===== src/rtl/pattern_tx.sv =====
// pattern_tx: MSB-first serial pattern transmitter with repeat count, optional inter-repetition gap and repetition counter.
// Define PATTERN_TX_SEG_EN to drive A/B as seven-segment tens/ones digits instead of a binary count.
module pattern_tx #(
    parameter int MAX_LEN = 16,
    parameter int GAP     = 0
) (
    input  logic               clk,
    input  logic               reset,
    input  logic               start,
    input  logic [MAX_LEN-1:0] data,
    input  logic [4:0]         len,
    input  logic [3:0]         reps,
    output logic               out,
    output logic               out_valid,
    output logic               busy,
    output logic               done,
    output logic [6:0]         A,
    output logic [6:0]         B
);
    typedef enum logic [1:0] {ST_IDLE, ST_SHIFT, ST_GAP} state_t;

    localparam logic [4:0] LEN_MAX  = 5'(MAX_LEN);
    localparam logic [3:0] GAP_LAST = (GAP > 0) ? 4'(GAP - 1) : 4'd0;

    state_t             state;
    logic [MAX_LEN-1:0] pat_al;
    logic [MAX_LEN-1:0] shreg;
    logic [4:0]         len_reg;
    logic [4:0]         bits_left;
    logic [3:0]         reps_left;
    logic [3:0]         gap_left;
    logic [6:0]         count;

    logic [4:0]         eff_len;
    logic [3:0]         eff_reps;
    logic [4:0]         align_sh;
    logic [MAX_LEN-1:0] data_al;
    logic [6:0]         count_next;
    logic [6:0]         a_next;
    logic [6:0]         b_next;

    // The pattern is left-aligned on load so the bit on the wire is always the shift register MSB.
    always_comb begin
        eff_len    = (len > LEN_MAX) ? LEN_MAX : len;
        eff_reps   = (reps == 4'd0) ? 4'd1 : reps;
        align_sh   = LEN_MAX - eff_len;
        data_al    = data << align_sh;
        count_next = (count == 7'd99) ? 7'd0 : count + 7'd1;
    end

`ifdef PATTERN_TX_SEG_EN
    localparam logic [6:0] DISP_RST = 7'h7E;

    function automatic logic [6:0] seg7(input logic [3:0] d);
        case (d)
            4'd0:    seg7 = 7'h7E;
            4'd1:    seg7 = 7'h30;
            4'd2:    seg7 = 7'h6D;
            4'd3:    seg7 = 7'h79;
            4'd4:    seg7 = 7'h33;
            4'd5:    seg7 = 7'h5B;
            4'd6:    seg7 = 7'h5F;
            4'd7:    seg7 = 7'h70;
            4'd8:    seg7 = 7'h7F;
            4'd9:    seg7 = 7'h7B;
            default: seg7 = 7'h00;
        endcase
    endfunction

    always_comb begin
        a_next = seg7(4'(count_next / 7'd10));
        b_next = seg7(4'(count_next % 7'd10));
    end
`else
    localparam logic [6:0] DISP_RST = 7'h00;

    always_comb begin
        a_next = count_next;
        b_next = 7'h00;
    end
`endif

    always_ff @(posedge clk or negedge reset) begin
        if (!reset) begin
            state     <= ST_IDLE;
            pat_al    <= '0;
            shreg     <= '0;
            len_reg   <= '0;
            bits_left <= '0;
            reps_left <= '0;
            gap_left  <= '0;
            count     <= '0;
            out       <= 1'b0;
            out_valid <= 1'b0;
            busy      <= 1'b0;
            done      <= 1'b0;
            A         <= DISP_RST;
            B         <= DISP_RST;
        end else begin
            done <= 1'b0;
            case (state)
                ST_IDLE: begin
                    if (start && len != 5'd0) begin
                        pat_al    <= data_al;
                        len_reg   <= eff_len;
                        reps_left <= eff_reps;
                        out       <= data_al[MAX_LEN-1];
                        shreg     <= data_al << 1;
                        bits_left <= eff_len - 5'd1;
                        out_valid <= 1'b1;
                        busy      <= 1'b1;
                        state     <= ST_SHIFT;
                    end
                end
                ST_SHIFT: begin
                    if (bits_left != 5'd0) begin
                        out       <= shreg[MAX_LEN-1];
                        shreg     <= shreg << 1;
                        bits_left <= bits_left - 5'd1;
                    end else begin
                        // Last bit of a repetition is on the wire this cycle.
                        count     <= count_next;
                        A         <= a_next;
                        B         <= b_next;
                        reps_left <= reps_left - 4'd1;
                        if (reps_left == 4'd1) begin
                            out       <= 1'b0;
                            out_valid <= 1'b0;
                            busy      <= 1'b0;
                            done      <= 1'b1;
                            state     <= ST_IDLE;
                        end else if (GAP > 0) begin
                            out       <= 1'b0;
                            out_valid <= 1'b0;
                            gap_left  <= GAP_LAST;
                            state     <= ST_GAP;
                        end else begin
                            out       <= pat_al[MAX_LEN-1];
                            shreg     <= pat_al << 1;
                            bits_left <= len_reg - 5'd1;
                        end
                    end
                end
                ST_GAP: begin
                    if (gap_left != 4'd0) begin
                        gap_left <= gap_left - 4'd1;
                    end else begin
                        out       <= pat_al[MAX_LEN-1];
                        shreg     <= pat_al << 1;
                        bits_left <= len_reg - 5'd1;
                        out_valid <= 1'b1;
                        state     <= ST_SHIFT;
                    end
                end
                default: state <= ST_IDLE;
            endcase
        end
    end

endmodule


===== config.mk =====
export PLATFORM = sky130hd
export DESIGN_NAME = pattern_tx
export DESIGN_NICKNAME = d
export VERILOG_FILES = /design/src/rtl/pattern_tx.sv
export SDC_FILE = /design/constraint.sdc
export NUM_CORES = 1
export LEC_CHECK = 0
export CAP_MARGIN = 25
export CORE_MARGIN = 3
export CORE_UTILIZATION = 33
export CTS_BUF_LIST = sky130_fd_sc_hd__clkbuf_4 sky130_fd_sc_hd__clkbuf_8 sky130_fd_sc_hd__clkbuf_16
export CTS_CLUSTER_DIAMETER = 120
export DETAILED_ROUTE_END_ITERATION = 8
export GPL_ROUTABILITY_DRIVEN = 0
export PLACE_DENSITY = 0.55
export REMOVE_ABC_BUFFERS = 1
export SYNTH_ARGS = -nofsm -noshare
export SYNTH_HDL_FRONTEND = slang
export SYNTH_SLANG_ARGS = --single-unit

===== constraint.sdc =====
create_clock -name clk -period 5.65 [get_ports clk]
set_clock_uncertainty 0.2 [all_clocks]
set_input_delay 0.8475 -clock clk [delete_from_list [all_inputs] [get_ports clk]]
set_output_delay 0.8475 -clock clk [all_outputs]
set_load 0.01 [all_outputs]

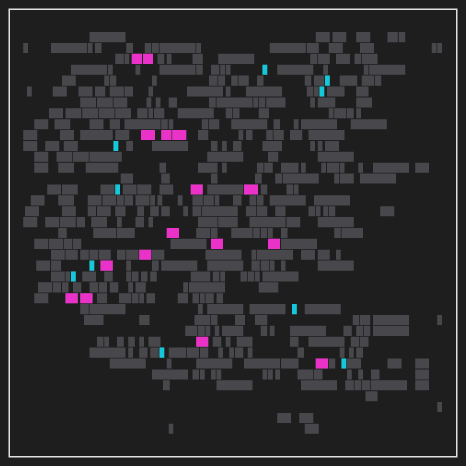
Run 1: gate families picked out
Scale: 4 px per um.
| family | color | cells |
|---|---|---|
| non-inverting ao/oa cells | magenta | 16 |
| inv cells | cyan | 10 |

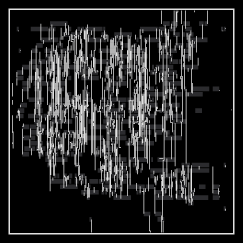
Run 1: the metal 2 layer
Scale: 2 px per um.
wire length on this layer: 4470 um
main direction: vertical

==> impl_metrics.json, run 1 <==
{
  "cts.hold.buffers_added": 0,
  "via_per_inst": 5.51,
  "enable_flop_cells": 0,
  "cp.depth": 9,
  "cts.htree.levels": 2,
  "buf_share_pct": 10.0,
  "synth_top_flop_cell": "dfrtp_1",
  "worst_hold_margin_ns": 0.287,
  "hold_path_depth": 2,
  "tritoncts_clock_tree": "done",
  "cts.repair_timing.setup_buffer_count": 0,
  "highest_metal_layer_with_signal_wires": "met4",
  "multi_input_comb_area_um2": 2080,
  "design.die.area_um2": 12400,
  "critPathMaxFanout": 18,
  "number_of_flip_flops_in_the_largest_register": 16,
  "yosys-stat-cells": 409,
  "detail_route.wirelength.met1_um": 4620,
  "avgRoutedWirePerCell_um": 17.1,
  "grt_pass1_wl_um": 16100,
  "top_regs": "pat_al (16), shreg (15), count (7)",
  "cell_area_power_density_nw_per_um2": 337,
  "unrepaired_setup_endpoints_after_global_routing": "no",
  "mostFrequentLayoutCell": "nand2_1",
  "synth-xor-area-share_pct": 1.87,
  "detail_route.drc_violations": 0,
  "globalRouteOverflowTotal": 0,
  "port-buffer-count": 38,
  "setup_slack_ns": 0.944,
  "timing.hold.worst.class": "flop to flop",
  "r2r.worst_path.cells": 6,
  "numSequentialCells": 55,
  "pre_antenna_drt_iters": 4,
  "cp_data_required_time_ns": 5.65,
  "clk_transition_reported_paths_ns": 0.10,
  "layout.filler_cells": 1091,
  "worst-setup-path-type": "input port to flop",
  "die.size.y_um": 112,
  "layout.clock_buffers": 8,
  "first_global_vias": 2965,
  "endpoint_kind": "flop",
  "largest_logic_family": "simple AND/OR/NAND/NOR gates",
  "reg2reg_setup_slack_ns": 2.76,
  "max-slew-margin-rel_pct": 40.7,
  "met3WireLength_um": 555,
  "final_cell_count_no_fill": 567,
  "critical_path.max_stage_delay_ns": 0.81,
  "final.period_utilization_pct": 83.3,
  "yosys.area_share.adder_pct": 1.70,
  "tap-cell-count": 136,
  "peak_vdd_ir_mv": 0.110,
  "tns_ns": 0,
  "yosysChipArea_um2": 3670,
  "openroad.warnings": 26,
  "syn_avg_cell_area_um2": 8.98,
  "path_cells": "clkdlybuf4s50_1, nor2b_1, clkinv_1, ha_1, mux2_2, mux2_2, and3b_1, a221o_1, a221o_1",
  "synthTopCellsByCount": "nand2_1, dfrtp_1, o21ai_0",
  "initial_antenna_violation_count": 0,
  "async_reset_ff_share_pct": 100,
  "layout_top_cells": "nand2_1, dfrtp_1, o21ai_0, clkdlybuf4s50_1, nor2_1",
  "grt_start_max_net_pins": 56,
  "post_synth_mux_area_share_pct": 13.0,
  "postRouteAntennaNets": 0,
  "floorplan.rows": 37,
  "setup_violations": 0,
  "post_synth_num_cell_types": 69,
  "mappedNetlistArea_um2": 3670,
  "yosysTopAreaCellShare_pct": 37.5,
  "outcome": "finished, final reports clean",
  "core_util_floorplan_pct": 34.8,
  "fmaxAchievable_mhz": 213,
  "ys_sh_aoi_pct": 18.7,
  "setup.worst_path.start_class": "input port",
  "yosys.area.top_type": "dfrtp_1",
  "layout.core_utilization_pct": 39.7,
  "critical_path_buf_inv_count": 2
}
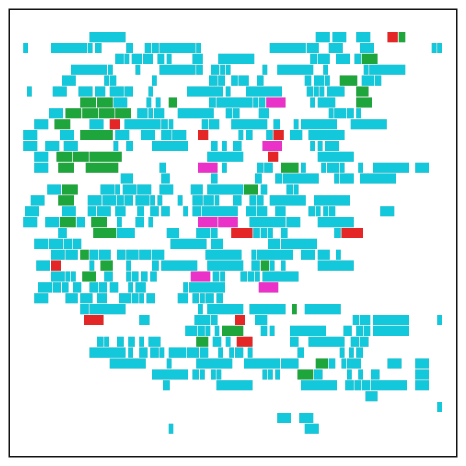
Run 1: sizing map
Scale: 4 px per um.
| size | color | cells | share |
|---|---|---|---|
| _0 and _1 cells | cyan | 378 | 88% |
| _6 and larger | magenta | 7 | 1.6% |
| _3 and _4 cells | red | 11 | 2.6% |
| _2 cells | green | 35 | 8.1% |

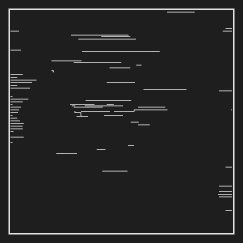
Run 1: signal wires on met3
Scale: 2 px per um.
nets with wire on the layer: 57
wire length on this layer: 556 um
final WL: 9690 um
routed vias: 3123
grt met3 use: 1.90%

run 1: metal layers:
metal	vias up	GRT usage (%)
li1	1513	-
met1	1510	23.4
met2	98	24.8
met3	2	1.90
met4	0	3.65
met5	-	0
run 1: worst min-delay path, cell delays in order (launching register included):
cell and delay (ns):
dfrtp_1 0.35, nand2_1 0.04, o21ai_0 0.06
run 1: final timing paths:
kind,start,end
min reg2reg,len_reg[2],len_reg[2]
max reg2reg,out_valid,shreg[12]
min in group asynchronous,reset,reps_left[3]
max,len[0],shreg[12]
min,len_reg[2],len_reg[2]
max in group asynchronous,reset,bits_left[1]
run 1: where the power goes:
group | internal, mW | switching, mW | leakage (nW) | total (mW)
Sequential | 0.535 | 0.119 | 0.716 | 0.654
Clock | 0.117 | 0.131 | 0.0549 | 0.248
Combinational | 0.246 | 0.263 | 1.05 | 0.509
==> run 2: changes to the inputs <==
Settings changed: PLACE_DENSITY 0.55 to 0.57.
Clock period 5.65 ns to 4 ns, I/O delays scaled along.
==> impl_metrics.json, run 2 <==
{
  "outcome": "finished, final reports clean",
  "endpoint_kind": "flop",
  "tns_ns": 0,
  "power.clock.fraction_pct": 17.1,
  "unrepaired_setup_endpoints_after_global_routing": "no",
  "numSequentialCells": 55,
  "post_synth_num_cell_types": 69,
  "layout_top_cells": "nand2_1, dfrtp_1, o21ai_0, clkdlybuf4s50_1, nor2_1",
  "max-slew-margin-rel_pct": 37.4,
  "reg2reg_setup_slack_ns": 1.23,
  "p_sw_mw": 0.724,
  "postRouteAntennaNets": 0,
  "timing.hold.worst.class": "input port to asynchronous set/reset pin",
  "die.size.y_um": 112,
  "largest_logic_family": "simple AND/OR/NAND/NOR gates",
  "pg_seq_mw": 0.920,
  "mappedNetlistArea_um2": 3670,
  "clk_transition_reported_paths_ns": 0.10,
  "worst_r2r_endpoint": "shreg[2]",
  "cts.repair_timing.setup_buffer_count": 0,
  "clock_power_mw": 0.339,
  "yosysChipArea_um2": 3670,
  "via_per_inst": 5.50,
  "ys_sh_aoi_pct": 18.7,
  "critical_path.max_stage_delay_ns": 0.51,
  "layout.clock_buffers": 7,
  "grt_start_max_net_pins": 41,
  "detailroute.via_count": 3166,
  "share_comb_of_total_power_pct": 36.5,
  "multi_input_comb_area_um2": 2080,
  "netSwitchingFraction_pct": 36.5,
  "pre_antenna_drt_iters": 5,
  "openroad.warnings": 26,
  "number_of_flip_flops_in_the_largest_register": 16,
  "yosys-stat-cells": 409,
  "cts.hold.buffers_added": 0,
  "buf_share_pct": 11.5,
  "cp_data_required_time_ns": 3.99,
  "final.period_utilization_pct": 82.5,
  "comb_cell_power_mw": 0.724,
  "syn_avg_cell_area_um2": 8.98,
  "finalWirelength_um": 9590
}
run 2: cell count changes in the layout (fill, tap and decap cells not counted), sizes merged:
cell,delta
clkbuf,-1
buf,+9
clkinv,+1
run 2: worst max-delay path by stage:
| stage | cells after the start | to | slack, ns | from |
|---|---|---|---|---|
| 3_3_place_gp | 9 | out | 0.48 | len[4] |
| 6_report | 9 | out | 0.70 | len[4] |
| 3_5_place_dp | 9 | pat_al[15] | 0.39 | len[4] |
| 2_1_floorplan | 8 | shreg[12] | 0.33 | len[0] |
| 4_1_cts | 9 | pat_al[15] | 0.73 | len[4] |
| 5_1_grt | 9 | out | 0.54 | len[0] |
run 2: per-layer routing:
layer	routed length [um]	GRT usage, %	up-vias
li1	-	-	1526
met1	4650	22.8	1519
met2	4240	23.9	107
met3	515	2.45	14
met4	185	4.70	0
met5	0	0	-
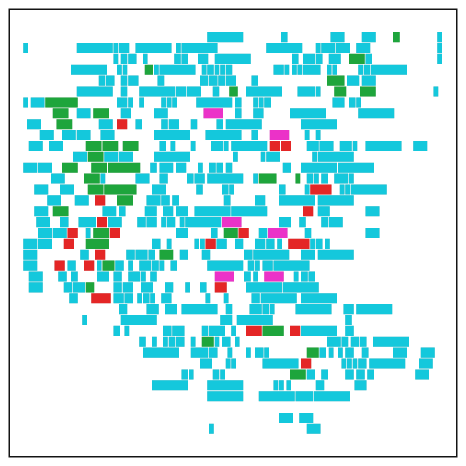
Run 2: sizing map
Scale: 4 px per um.
| size | color | cells | share |
|---|---|---|---|
| _6 and larger | magenta | 6 | 1.4% |
| _0 and _1 cells | cyan | 378 | 86% |
| _2 cells | green | 35 | 8.0% |
| _3 and _4 cells | red | 21 | 4.8% |
area of all placed cells without fillers: 4250 um^2
min setup slack post-route: 0.700 ns
Area growth, synth to finish: 15.8%
buffers outside the clock class: 53

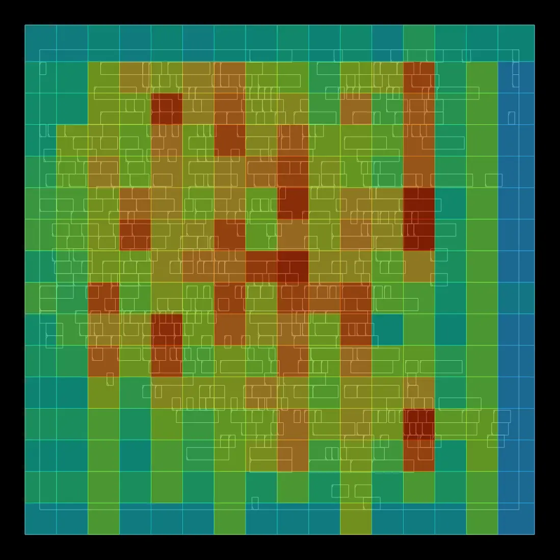
Run 2: track usage over the die
met1 Usage GRT: 22.8%
Most Used Layer, Global Route: met2
Final Util: 40.3%
grt met3 use: 2.45%

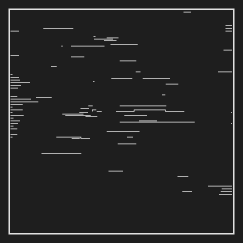
Run 2: signal wires on met3
Scale: 2 px per um.
share of all routed wire: 5.4%
longest straight run: 37.3 um

==> run 3: changes to the inputs <==
Clock period 4 ns to 2.94 ns, I/O delays scaled along.
==> impl_metrics.json, run 3 <==
{
  "outcome": "finished, final reports clean",
  "openroad.warnings": 26,
  "fmaxAchievable_mhz": 356,
  "yosysChipArea_um2": 3670,
  "intPower_mw": 1.82,
  "top_regs": "pat_al (16), shreg (15), count (7)",
  "cts.htree.levels": 2,
  "power_top_consumer": "registers",
  "finalWirelength_um": 9770,
  "globalRouteOverflowTotal": 0,
  "peak_vdd_ir_mv": 0.207,
  "grt_pass1_wl_um": 16500,
  "numSequentialCells": 55,
  "reg2reg_setup_slack_ns": 0.38,
  "worst_hold_margin_ns": 0.0528,
  "setup_slack_ns": 0.130,
  "pwr-share-seq_pct": 43.3,
  "pg_seq_mw": 1.21,
  "cts_bufs_inserted": 5,
  "first_global_vias": 3148,
  "power.clock.fraction_pct": 19.5,
  "clk_share_pct": 2.70,
  "cell_area_power_density_nw_per_um2": 623,
  "num_antenna_cells": 0,
  "max-slew-margin-rel_pct": 43.9,
  "layout.clock_buffers": 6,
  "detailroute.via_count": 3242,
  "synth_top_flop_cell": "dfrtp_1",
  "synth-xor-area-share_pct": 1.87,
  "mappedNetlistArea_um2": 3670,
  "setup.worst_path.start_class": "input port",
  "critPathMaxFanout": 12,
  "grt.busiest_layer": "met2",
  "measured_slew_at_the_worst_slew_check_pin_ns": 0.842,
  "grt_start_max_net_pins": 56,
  "mostFrequentLayoutCell": "nand2_1",
  "path_cells": "clkdlybuf4s50_1, nor2b_2, inv_2, ha_4, buf_6, mux2_2, mux4_2, nand3_1, o311ai_0",
  "tap-cell-count": 136,
  "setup_violations": 0,
  "cts.hold.buffers_added": 0,
  "synthTopCellsByCount": "nand2_1, dfrtp_1, o21ai_0",
  "layout_top_cells": "nand2_1, dfrtp_1, buf_4",
  "tritoncts_clock_tree": "done",
  "tns_ns": 0,
  "post_synth_num_cell_types": 69,
  "critical_path_buf_inv_count": 3,
  "clock_power_mw": 0.546,
  "final.period_utilization_pct": 95.6,
  "syn_avg_cell_area_um2": 8.98,
  "largest_logic_family": "simple AND/OR/NAND/NOR gates",
  "yosys.area_share.adder_pct": 1.70,
  "yosys.area.top_type": "dfrtp_1",
  "via_per_inst": 5.39,
  "core_util_floorplan_pct": 34.8,
  "number_of_flip_flops_in_the_largest_register": 16,
  "floorplan.rows": 37,
  "initial_antenna_violation_count": 0,
  "detail_route.wirelength.met1_um": 4740,
  "cp_data_required_time_ns": 2.92,
  "unrepaired_setup_endpoints_after_global_routing": "no",
  "design.die.area_um2": 12400,
  "comb_cell_power_mw": 1.05,
  "p_sw_mw": 0.988,
  "timing.hold.worst.class": "input port to asynchronous set/reset pin",
  "async_reset_ff_share_pct": 100,
  "netSwitchingFraction_pct": 35.2,
  "layout.filler_cells": 1049,
  "met2_length_um": 4600,
  "buf_share_pct": 15.4,
  "multi_input_comb_area_um2": 2100,
  "clk_transition_reported_paths_ns": 0.11,
  "detail_route.drc_violations": 0,
  "port-buffer-count": 38,
  "worst-setup-path-type": "input port to flop",
  "non_clock_buffer_count": 78,
  "ys_sh_aoi_pct": 18.7,
  "enable_flop_cells": 0,
  "die.size.y_um": 112,
  "endpoint_kind": "flop"
}
## run 3: logic make-up after synthesis
| logic type | after synthesis |
|---|---|
| AND/OR/NAND/NOR | 147 |
| AND-OR/OR-AND | 107 |
| flip-flops | 55 |
| buffers and inverters | 46 |
| multiplexers | 41 |
| XOR/XNOR | 7 |
| adder cells (fa/ha/maj) | 5 |
| other | 1 |
## run 3: worst paths after layout
| kind | startpoint | end | depth (start not counted) |
|---|---|---|---|
| hold / removal | reset | reps_left[3] | 2 |
| setup reg to reg | bits_left[1] | shreg[3] | 5 |
| setup / recovery | len[0] | shreg[8] | 9 |
| max in group asynchronous | reset | len_reg[3] | 2 |
| min in group clk | len_reg[2] | len_reg[2] | 2 |
| hold reg to reg | len_reg[2] | len_reg[2] | 2 |
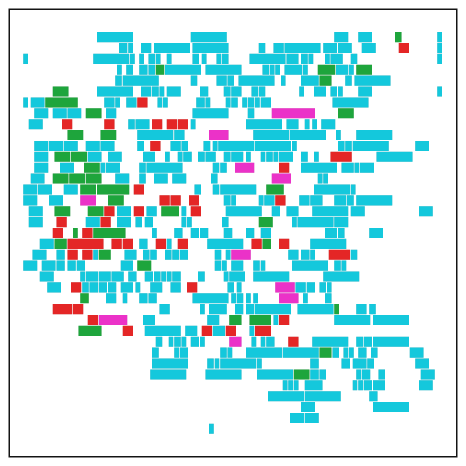
Run 3: sizing map
Scale: 4 px per um.
Area growth, synth to finish: 22.5%
area of all placed cells without fillers: 4500 um^2

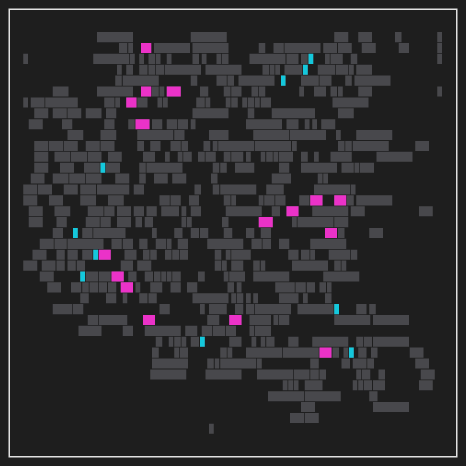
Run 3: gate families picked out
Scale: 4 px per um.
count of non-filler cells in the finished layout: 601
share of cell area taken by multi-input logic gates: 46.7%

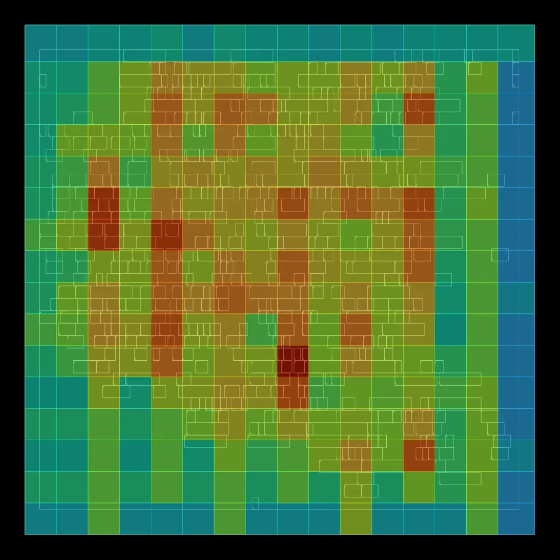
Run 3: track usage over the die
GRT Resource Usage Total: 15.8%
GR met2 Demand/Resource: 25.6%
met1 Usage GRT: 23.2%
Wirelength per Cell: 16.3 um
grt met3 use: 1.58%

Power figures rest on the tool's default switching activity, not on a simulated workload.
